===== config.mk =====
export PLATFORM = sky130hd
export DESIGN_NAME = pll_reset_sequencer_flat
export DESIGN_NICKNAME = d
export VERILOG_FILES = /design/src/rtl/pll_reset_sequencer_if.sv /design/src/rtl/pll_reset_sequencer.sv /design/src/flat_wrapper.sv
export SDC_FILE = /design/constraint.sdc
export NUM_CORES = 1
export LEC_CHECK = 0
export CAP_MARGIN = 30
export CORE_ASPECT_RATIO = 1.5
export CORE_MARGIN = 2
export CORE_UTILIZATION = 32
export CTS_BUF_LIST = sky130_fd_sc_hd__clkbuf_2 sky130_fd_sc_hd__clkbuf_4 sky130_fd_sc_hd__clkbuf_8
export CTS_CLUSTER_DIAMETER = 120
export DETAILED_ROUTE_END_ITERATION = 6
export DONT_BUFFER_PORTS = 1
export GPL_TIMING_DRIVEN = 0
export PLACE_DENSITY = 0.53
export SLEW_MARGIN = 20
export SYNTH_ARGS = -nofsm -noshare
export SYNTH_HDL_FRONTEND = slang
export SYNTH_SLANG_ARGS = --single-unit

===== constraint.sdc =====
create_clock -name clk -period 2.3 [get_ports clk]
set_input_delay 0.46 -clock clk [delete_from_list [all_inputs] [get_ports clk]]
set_output_delay 0.46 -clock clk [all_outputs]
set_load 0.05 [all_outputs]

===== src/rtl/pll_reset_sequencer_if.sv =====
// Signal bundle between the PLL reset sequencer and the PLL / PLL-clocked core.
// The master side is the sequencer itself; the slave side is the PLL and its consumers.
interface pll_reset_sequencer_if;
    logic       pll_lock;
    logic       pll_resetb;
    logic       core_reset_n;
    logic       ready;
    logic       fault;
    logic [1:0] retry_count;

    modport master (
        input  pll_lock,
        output pll_resetb,
        output core_reset_n,
        output ready,
        output fault,
        output retry_count
    );

    modport slave (
        output pll_lock,
        input  pll_resetb,
        input  core_reset_n,
        input  ready,
        input  fault,
        input  retry_count
    );
endinterface


===== src/rtl/pll_reset_sequencer.sv =====
// PLL bring-up sequencer: pulses PLL RESETB, waits for a stable lock, then releases
// the core reset; retries on lock timeout and latches FAULT after too many timeouts.
module pll_reset_sequencer #(
    parameter int PLL_RESET_CYCLES    = 16,
    parameter int LOCK_TIMEOUT_CYCLES = 16384,
    parameter int LOCK_STABLE_CYCLES  = 1024,
    parameter int MAX_RETRIES         = 3
) (
    input  logic                  clk,
    input  logic                  reset,
    pll_reset_sequencer_if.master seq
);
    localparam int CNT_MAX_AB = (PLL_RESET_CYCLES > LOCK_TIMEOUT_CYCLES) ? PLL_RESET_CYCLES : LOCK_TIMEOUT_CYCLES;
    localparam int CNT_MAX    = (CNT_MAX_AB > LOCK_STABLE_CYCLES) ? CNT_MAX_AB : LOCK_STABLE_CYCLES;
    localparam int CNT_W      = $clog2(CNT_MAX + 1);

    localparam logic [CNT_W-1:0] HOLD_LAST    = CNT_W'(PLL_RESET_CYCLES - 1);
    localparam logic [CNT_W-1:0] TIMEOUT_LAST = CNT_W'(LOCK_TIMEOUT_CYCLES - 1);
    localparam logic [CNT_W-1:0] STABLE_LAST  = CNT_W'(LOCK_STABLE_CYCLES - 1);
    localparam logic [CNT_W-1:0] CNT_SAT      = CNT_W'(CNT_MAX);

    typedef enum logic [2:0] {
        HOLD      = 3'd0,
        WAIT_LOCK = 3'd1,
        STABLE    = 3'd2,
        RUN       = 3'd3,
        FAULT     = 3'd4
    } state_t;

    state_t           state_reg, state_next;
    logic [CNT_W-1:0] cnt_reg, cnt_next;
    logic [1:0]       retry_reg, retry_next;
    logic             lock_meta_reg, lock_sync_reg;

    logic pll_resetb_reg, pll_resetb_next;
    logic core_reset_n_reg, core_reset_n_next;
    logic ready_reg, ready_next;
    logic fault_reg, fault_next;

    // Two-flop synchronizer; only lock_sync_reg is used below.
    always_ff @(posedge clk or negedge reset) begin
        if (!reset) begin
            lock_meta_reg <= 1'b0;
            lock_sync_reg <= 1'b0;
        end else begin
            lock_meta_reg <= seq.pll_lock;
            lock_sync_reg <= lock_meta_reg;
        end
    end

    // State, shared counter, retry count and registered outputs.
    always_ff @(posedge clk or negedge reset) begin
        if (!reset) begin
            state_reg        <= HOLD;
            cnt_reg          <= '0;
            retry_reg        <= 2'd0;
            pll_resetb_reg   <= 1'b0;
            core_reset_n_reg <= 1'b0;
            ready_reg        <= 1'b0;
            fault_reg        <= 1'b0;
        end else begin
            state_reg        <= state_next;
            cnt_reg          <= cnt_next;
            retry_reg        <= retry_next;
            pll_resetb_reg   <= pll_resetb_next;
            core_reset_n_reg <= core_reset_n_next;
            ready_reg        <= ready_next;
            fault_reg        <= fault_next;
        end
    end

    // Next-state logic; lock loss is tested before count completion so it wins.
    always_comb begin
        state_next = state_reg;
        retry_next = retry_reg;
        case (state_reg)
            HOLD: begin
                if (cnt_reg == HOLD_LAST) begin
                    state_next = WAIT_LOCK;
                end
            end
            WAIT_LOCK: begin
                if (lock_sync_reg) begin
                    state_next = STABLE;
                end else if (cnt_reg == TIMEOUT_LAST) begin
                    if (int'(retry_reg) < MAX_RETRIES) begin
                        retry_next = (retry_reg == 2'd3) ? 2'd3 : retry_reg + 2'd1;
                        state_next = HOLD;
                    end else begin
                        state_next = FAULT;
                    end
                end
            end
            STABLE: begin
                if (!lock_sync_reg) begin
                    state_next = WAIT_LOCK;
                end else if (cnt_reg == STABLE_LAST) begin
                    state_next = RUN;
                    retry_next = 2'd0;
                end
            end
            RUN: begin
                if (!lock_sync_reg) begin
                    state_next = HOLD;
                end
            end
            FAULT: begin
                state_next = FAULT;
            end
            default: begin
                state_next = HOLD;
            end
        endcase
    end

    // The counter restarts on every transition and saturates in RUN/FAULT rather than wrapping.
    always_comb begin
        cnt_next = cnt_reg;
        if (state_next != state_reg) begin
            cnt_next = '0;
        end else if (cnt_reg != CNT_SAT) begin
            cnt_next = cnt_reg + 1'b1;
        end
    end

    // Outputs decode the next state so they update on the same edge as the state register.
    always_comb begin
        pll_resetb_next   = 1'b0;
        core_reset_n_next = 1'b0;
        ready_next        = 1'b0;
        fault_next        = 1'b0;
        case (state_next)
            WAIT_LOCK, STABLE: begin
                pll_resetb_next = 1'b1;
            end
            RUN: begin
                pll_resetb_next   = 1'b1;
                core_reset_n_next = 1'b1;
                ready_next        = 1'b1;
            end
            FAULT: begin
                fault_next = 1'b1;
            end
            default: begin
                pll_resetb_next = 1'b0;
            end
        endcase
    end

    assign seq.pll_resetb   = pll_resetb_reg;
    assign seq.core_reset_n = core_reset_n_reg;
    assign seq.ready        = ready_reg;
    assign seq.fault        = fault_reg;
    assign seq.retry_count  = retry_reg;
endmodule

===== src/flat_wrapper.sv =====
// flat-port wrapper written by rule: the top's interface ports become plain ports
module pll_reset_sequencer_flat 
#(
    parameter int PLL_RESET_CYCLES    = 16,
    parameter int LOCK_TIMEOUT_CYCLES = 16384,
    parameter int LOCK_STABLE_CYCLES  = 1024,
    parameter int MAX_RETRIES         = 3
)
  (clk, reset, seq_pll_lock, seq_pll_resetb, seq_core_reset_n, seq_ready, seq_fault, seq_retry_count);
  pll_reset_sequencer_if seq_i ();
  input  logic clk;
  input  logic reset;
  input wire logic [$bits(seq_i.pll_lock)-1:0] seq_pll_lock;
  output wire logic [$bits(seq_i.pll_resetb)-1:0] seq_pll_resetb;
  output wire logic [$bits(seq_i.core_reset_n)-1:0] seq_core_reset_n;
  output wire logic [$bits(seq_i.ready)-1:0] seq_ready;
  output wire logic [$bits(seq_i.fault)-1:0] seq_fault;
  output wire logic [$bits(seq_i.retry_count)-1:0] seq_retry_count;
  assign seq_i.pll_lock = seq_pll_lock;
  assign seq_pll_resetb = seq_i.pll_resetb;
  assign seq_core_reset_n = seq_i.core_reset_n;
  assign seq_ready = seq_i.ready;
  assign seq_fault = seq_i.fault;
  assign seq_retry_count = seq_i.retry_count;
  pll_reset_sequencer #(.PLL_RESET_CYCLES(PLL_RESET_CYCLES), .LOCK_TIMEOUT_CYCLES(LOCK_TIMEOUT_CYCLES), .LOCK_STABLE_CYCLES(LOCK_STABLE_CYCLES), .MAX_RETRIES(MAX_RETRIES)) u_core (.clk(clk), .reset(reset), .seq(seq_i));
endmodule

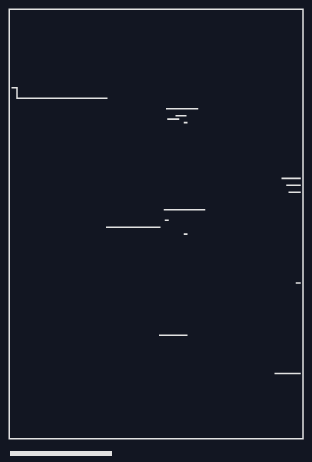
Fig. 1. M3 wires (run 1).
Bar = 20 um.
wire length on this layer: 68.0 um
share of all routed wire: 2.5%
longest straight run: 17.5 um

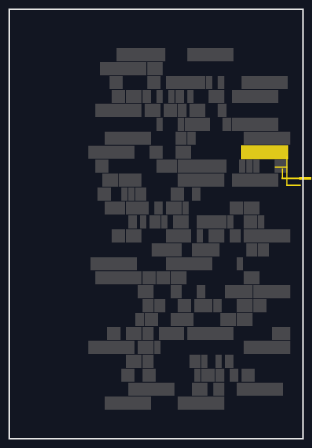
Fig. 2. Wires at chosen ports, followed through buffers (run 1).
[seq_ready] yellow | bits: 1 | direction: output | end cells: 1 | wire: 15.8 um

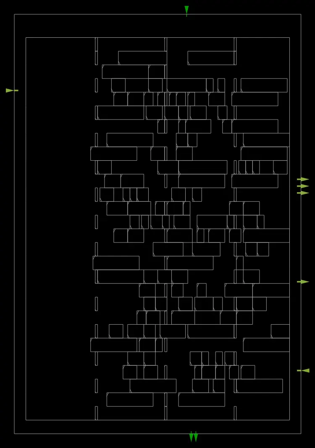
Fig. 3. Placed standard cells (run 1).
sequential cell area share: 0.416
area of the core: 3990 um2

-- run 1: through the flow --
step	std cells	hold WS [ns]	instance area (um2)	power, mW	TNS [ns]
2_1_floorplan	130	0.164	1350	0.970	0
3_3_place_gp	175	0.165	1410	1.06	0
3_5_place_dp	175	0.165	1410	1.07	-0.484
4_1_cts	181	0.195	1490	1.36	0
5_1_grt	181	0.192	1510	1.45	0
6_report	181	0.203	1510	1.35	0
-- run 1: how the worst max path moves through the flow --
stage,cells past startpoint,endpoint,slack [ns],from
floorplan,6,u_core.cnt_reg[0]$_DFFE_PN0P_,0.31,u_core.cnt_reg[4]$_DFFE_PN0P_
global placement,7,u_core.cnt_reg[4]$_DFFE_PN0P_,0.03,u_core.cnt_reg[1]$_DFFE_PN0P_
detailed placement,7,u_core.cnt_reg[1]$_DFFE_PN0P_,-0.06,u_core.cnt_reg[1]$_DFFE_PN0P_
CTS,7,u_core.cnt_reg[1]$_DFFE_PN0P_,0.11,u_core.cnt_reg[1]$_DFFE_PN0P_
global route,6,u_core.cnt_reg[12]$_DFFE_PN0P_,0.01,u_core.cnt_reg[10]$_DFFE_PN0P_
finish,6,u_core.cnt_reg[1]$_DFFE_PN0P_,0.14,u_core.cnt_reg[10]$_DFFE_PN0P_
-- run 1: timing repair --
action | in CTS | in global routing
endpoints found under the hold margin | 25 | 0
pin swaps | 0 | 0
hold buffers | 2 | 0
setup endpoints to repair | 10 | 10
resized | 1 | 5
-- run 1: cell usage in the layout (no fill, tap or decap), types with 2 or more instances in the layout --
cell,netlist,layout
sky130_fd_sc_hd__dfrtp_1,25,23
sky130_fd_sc_hd__o21a_1,12,12
sky130_fd_sc_hd__inv_1,8,8
sky130_fd_sc_hd__xor2_1,8,8
sky130_fd_sc_hd__nand2_1,8,8
sky130_fd_sc_hd__nor2_1,7,7
sky130_fd_sc_hd__xnor2_1,7,7
sky130_fd_sc_hd__a21oi_1,6,6
sky130_fd_sc_hd__nor4_1,6,5
sky130_fd_sc_hd__nand3_1,4,4
sky130_fd_sc_hd__or4_1,3,3
sky130_fd_sc_hd__nor3_1,4,3
sky130_fd_sc_hd__clkbuf_8,0,3
sky130_fd_sc_hd__nor3_4,1,2
sky130_fd_sc_hd__nand4_1,2,2
sky130_fd_sc_hd__and3_1,2,2
sky130_fd_sc_hd__a22o_1,2,2
sky130_fd_sc_hd__buf_4,2,2
sky130_fd_sc_hd__o21ai_0,2,2
sky130_fd_sc_hd__ha_1,2,2
sky130_fd_sc_hd__dfrtp_2,0,2
-- run 1: kinds of logic after synthesis --
| kind of cell | synth area share |
|---|---|
| fa+ha+maj | 0.0185 |
| simple gates | 0.207 |
| flops | 0.464 |
| mux | 0.00835 |
| buf+inv | 0.0417 |
| xor+xnor | 0.0974 |
| compound gates | 0.163 |
-- run 1: report_power, final --
group	switching [mW]	total (mW)	internal (mW)
Clock	0.149	0.272	0.123
Sequential	0.112	0.618	0.506
Combinational	0.250	0.457	0.206
Total	0.511	1.35	0.835
==> results.yml, run 1 <==
# synthesis and place-and-route metrics
floorplan:
  design.portCount: 9
  die_w_um: 57.0
final_layout:
  layout.comb_gates.multi_input: 94
  sh_comb_area: 0.457
  final.signal_inverter_count: 8
  final-nonclk-buf-share: 0.0373
  layout.area.seq_um2: 628
  proportion_of_cell_area_spent_on_the_clock_network: 0.0323
  number_of_buffers_outside_the_clock_class_in_the_layout: 5
setup_path:
  critical-path-top-delay-family: "simple AND/OR/NAND/NOR gates"
  worstReg2RegEnd: "u_core.cnt_reg[1]$_DFFE_PN0P_"
  critical_path.startpoint_type: "flop"
  critPathBufInv: 1
  end_kind: "flop"
  critical-path-max-stage-delay_ns: 0.61
global_route:
  grt_most_used_layer: "met2"
  grt_first_pass_wirelength_um: 4780
  grtUsageTotal: 0.130
  first_global_vias: 1016
synthesis:
  yosysTopAreaCellShare: 0.464
  ys_top_cells_by_area: "sky130_fd_sc_hd__dfrtp_1, sky130_fd_sc_hd__o21a_1, sky130_fd_sc_hd__xor2_1"
  ys_ff: 25
  post_synth_edffs: 0
  syn_avg_cell_area_um2: 10.4
  synth.largest_area_cell: "sky130_fd_sc_hd__dfrtp_1"
hold_path:
  hp-start: "seq_pll_lock"
  hold_path_end: "u_core.lock_meta_reg$_DFF_PN0_"
place:
  dp_worst_setup_slack_ns: -0.0577
routing:
  drt-vias-per-instance: 5.42
  wire_per_inst_um: 14.8
  final_antenna_net_count: 0
  drt-total-wl_um: 2690
clock_tree:
  clkSinkCount: 25
  clkTransAtPathRegs_ns: 0.09
  cts-root-to-sink-buffers: 2
  cts_tree: "built"
  clk_latency_ns: 0.27
  post-cts-setup-buffers: 0
sta:
  finalHoldViolCount: 0
  max_clock_freq_mhz: 462
  finalClockPeriodUsage: 0.941
  setup_ws_ns: 0.136
  final_max_tran_viols: 0
run:
  stage_log_warnings: 27
outcome:
  outcome: "finished, final reports clean"
Fig. 4: run 1, met2 routing
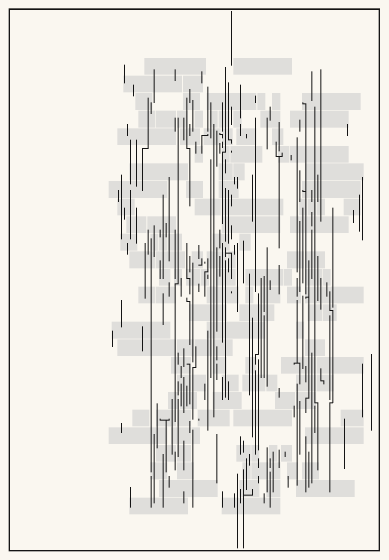

==> run 1 -> run 2 <==
--- a/config.mk
+++ b/config.mk
@@ -15,5 +15,5 @@
 export DONT_BUFFER_PORTS = 1
 export GPL_TIMING_DRIVEN = 0
-export PLACE_DENSITY = 0.53
+export PLACE_DENSITY = 0.54
 export SLEW_MARGIN = 20
 export SYNTH_ARGS = -nofsm -noshare
==> constraint.sdc (replaced) <==
create_clock -name clk -period 1.95 [get_ports clk]
set_input_delay 0.195 -clock clk [delete_from_list [all_inputs] [get_ports clk]]
set_output_delay 0.195 -clock clk [all_outputs]
set_load 0.05 [all_outputs]
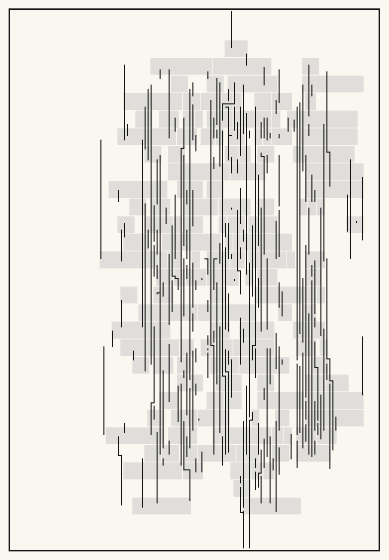
Fig. 5. Met2 routing (run 2).
share of all routed wire: 58%
nets with wire on the layer: 138
longest straight run: 46.2 um
wire length on this layer: 1740 um
main direction: vertical

==> results.yml, run 2 <==
# synthesis and place-and-route metrics
global_route:
  grt_first_pass_wirelength_um: 4930
  grtUsageTotal: 0.133
sta:
  final_max_tran_viols: 0
  setup_violations: 12
  max_clock_freq_mhz: 481
  finalClockPeriodUsage: 1.07
  worst_slew_pin_slew_ns: 0.544
  setup_ws_ns: -0.129
  finalHoldViolCount: 0
  total_negative_setup_slack_ns: -1.23
  hold_slack_ns: 0.355
routing:
  final_antenna_net_count: 0
  wire_per_inst_um: 15.2
  drt-vias-per-instance: 5.31
clock_tree:
  cts-root-to-sink-buffers: 2
  clkTransAtPathRegs_ns: 0.09
  clkSinkCount: 25
  cts-buffers-inserted: 3
  clk_latency_ns: 0.28
run:
  stage_log_warnings: 29
outcome:
  violated_checks: "negative setup slack"
  outcome: "finished, violations left"
synthesis:
  syn_avg_cell_area_um2: 10.4
  post_synth_edffs: 0
  ys_top_cells_by_area: "sky130_fd_sc_hd__dfrtp_1, sky130_fd_sc_hd__o21a_1, sky130_fd_sc_hd__xor2_1"
  ys_ff: 25
setup_path:
  critical_path.startpoint_type: "flop"
place:
  dp_worst_setup_slack_ns: -0.357
  postPlaceCellArea_um2: 1410
floorplan:
  die_w_um: 57.0
  design.portCount: 9
final_layout:
  layout_top_cells: "sky130_fd_sc_hd__dfrtp_1, sky130_fd_sc_hd__buf_4, sky130_fd_sc_hd__o21a_1, sky130_fd_sc_hd__inv_1, sky130_fd_sc_hd__xor2_1"
  final_cell_area_um2: 1740
  final_layout_top_logic_cell: "sky130_fd_sc_hd__dfrtp_1"
  non_filler_instance_count_after_layout: 198
power:
  finalPower_mw: 1.81
## run 2: netlist changes by cell type in the layout (fill, tap and decap cells not counted), moves of 2 or more
cell and change:
sky130_fd_sc_hd__or4_1 -3, sky130_fd_sc_hd__dfrtp_1 -3, sky130_fd_sc_hd__nor3_1 -2, sky130_fd_sc_hd__nor3_4 +2, sky130_fd_sc_hd__dfrtp_2 +3, sky130_fd_sc_hd__or4_4 +3, sky130_fd_sc_hd__buf_4 +14
## run 2: layout make-up
| cell class | instances | area share |
|---|---|---|
| Buffer | 3 | 0.0195 |
| Inverter | 8 | 0.0173 |
| Multi-Input combinational cell | 94 | 0.437 |
| Tap cell | 45 | 0.0324 |
| Clock inverter | 1 | 0.00432 |
| Timing Repair Buffer | 19 | 0.102 |
| Clock buffer | 3 | 0.0238 |
| Sequential cell | 25 | 0.364 |
## run 2: where the power goes
group | total [mW] | switching (mW) | internal [mW] | leakage (nW)
Sequential | 0.732 | 0.131 | 0.600 | 0.329
Combinational | 0.763 | 0.365 | 0.398 | 0.451
Clock | 0.318 | 0.172 | 0.145 | 0.0217
Total | 1.81 | 0.669 | 1.14 | 0.802
## run 2: worst max-delay path, stage by stage, from the launching register on
cell	delay, ns
sky130_fd_sc_hd__dfrtp_1	0.43
sky130_fd_sc_hd__ha_4	0.17
sky130_fd_sc_hd__nand4b_1	0.12
sky130_fd_sc_hd__or4_4	0.44
sky130_fd_sc_hd__a22o_4	0.25
sky130_fd_sc_hd__o21a_4	0.23
sky130_fd_sc_hd__clkbuf_16	0.15
sky130_fd_sc_hd__o21a_1	0.17
## run 2: repair_timing
item,in CTS,in global routing
setup endpoints to repair,16,12
hold endpoints to repair,26,0
hold buffers,3,0
setup buffers,8,7
pin swaps,3,6
gates cloned,0,1
gates resized,10,13
## run 2: worst paths after layout
kind / start / end / slack (ns) / cells after the start
worst max-delay path: u_core.cnt_reg[0]$_DFFE_PN0P_ / u_core.cnt_reg[13]$_DFFE_PN0P_ / -0.13 / 7
worst min-delay path: reset / u_core.state_reg[1]$_DFF_PN0_ / 0.35 / 2
worst max register to register: u_core.cnt_reg[0]$_DFFE_PN0P_ / u_core.cnt_reg[13]$_DFFE_PN0P_ / -0.13 / 7
worst min register to register: u_core.lock_meta_reg$_DFF_PN0_ / u_core.lock_sync_reg$_DFF_PN0_ / 0.37 / 0
max in group asynchronous: reset / u_core.state_reg[0]$_DFF_PN0_ / 1.43 / 2
min in group clk: u_core.lock_meta_reg$_DFF_PN0_ / u_core.lock_sync_reg$_DFF_PN0_ / 0.37 / 0
## run 2: routing by layer
metal,GRT usage,vias up,part of all wire
met4,0.0761,0,0.031
met2,0.240,18,0.58
met1,0.142,510,0.37
li1,-,516,-
met3,0.0202,7,0.025
met5,0,-,0
## run 2: cell families (layout without fill, tap and decap cells)
group | after synthesis | in the layout | share of synthesized area
buffers and inverters | 11 | 34 | 0.0417
and+or+nand+nor | 46 | 46 | 0.207
xor gates and xnor gates | 15 | 15 | 0.0974
adders and majority gates | 2 | 2 | 0.0185
AOI/OAI and AO/OA | 30 | 30 | 0.163
DFF | 25 | 25 | 0.464
muxes | 1 | 1 | 0.00835
Power figures rest on the tool's default switching activity, not on a simulated workload.
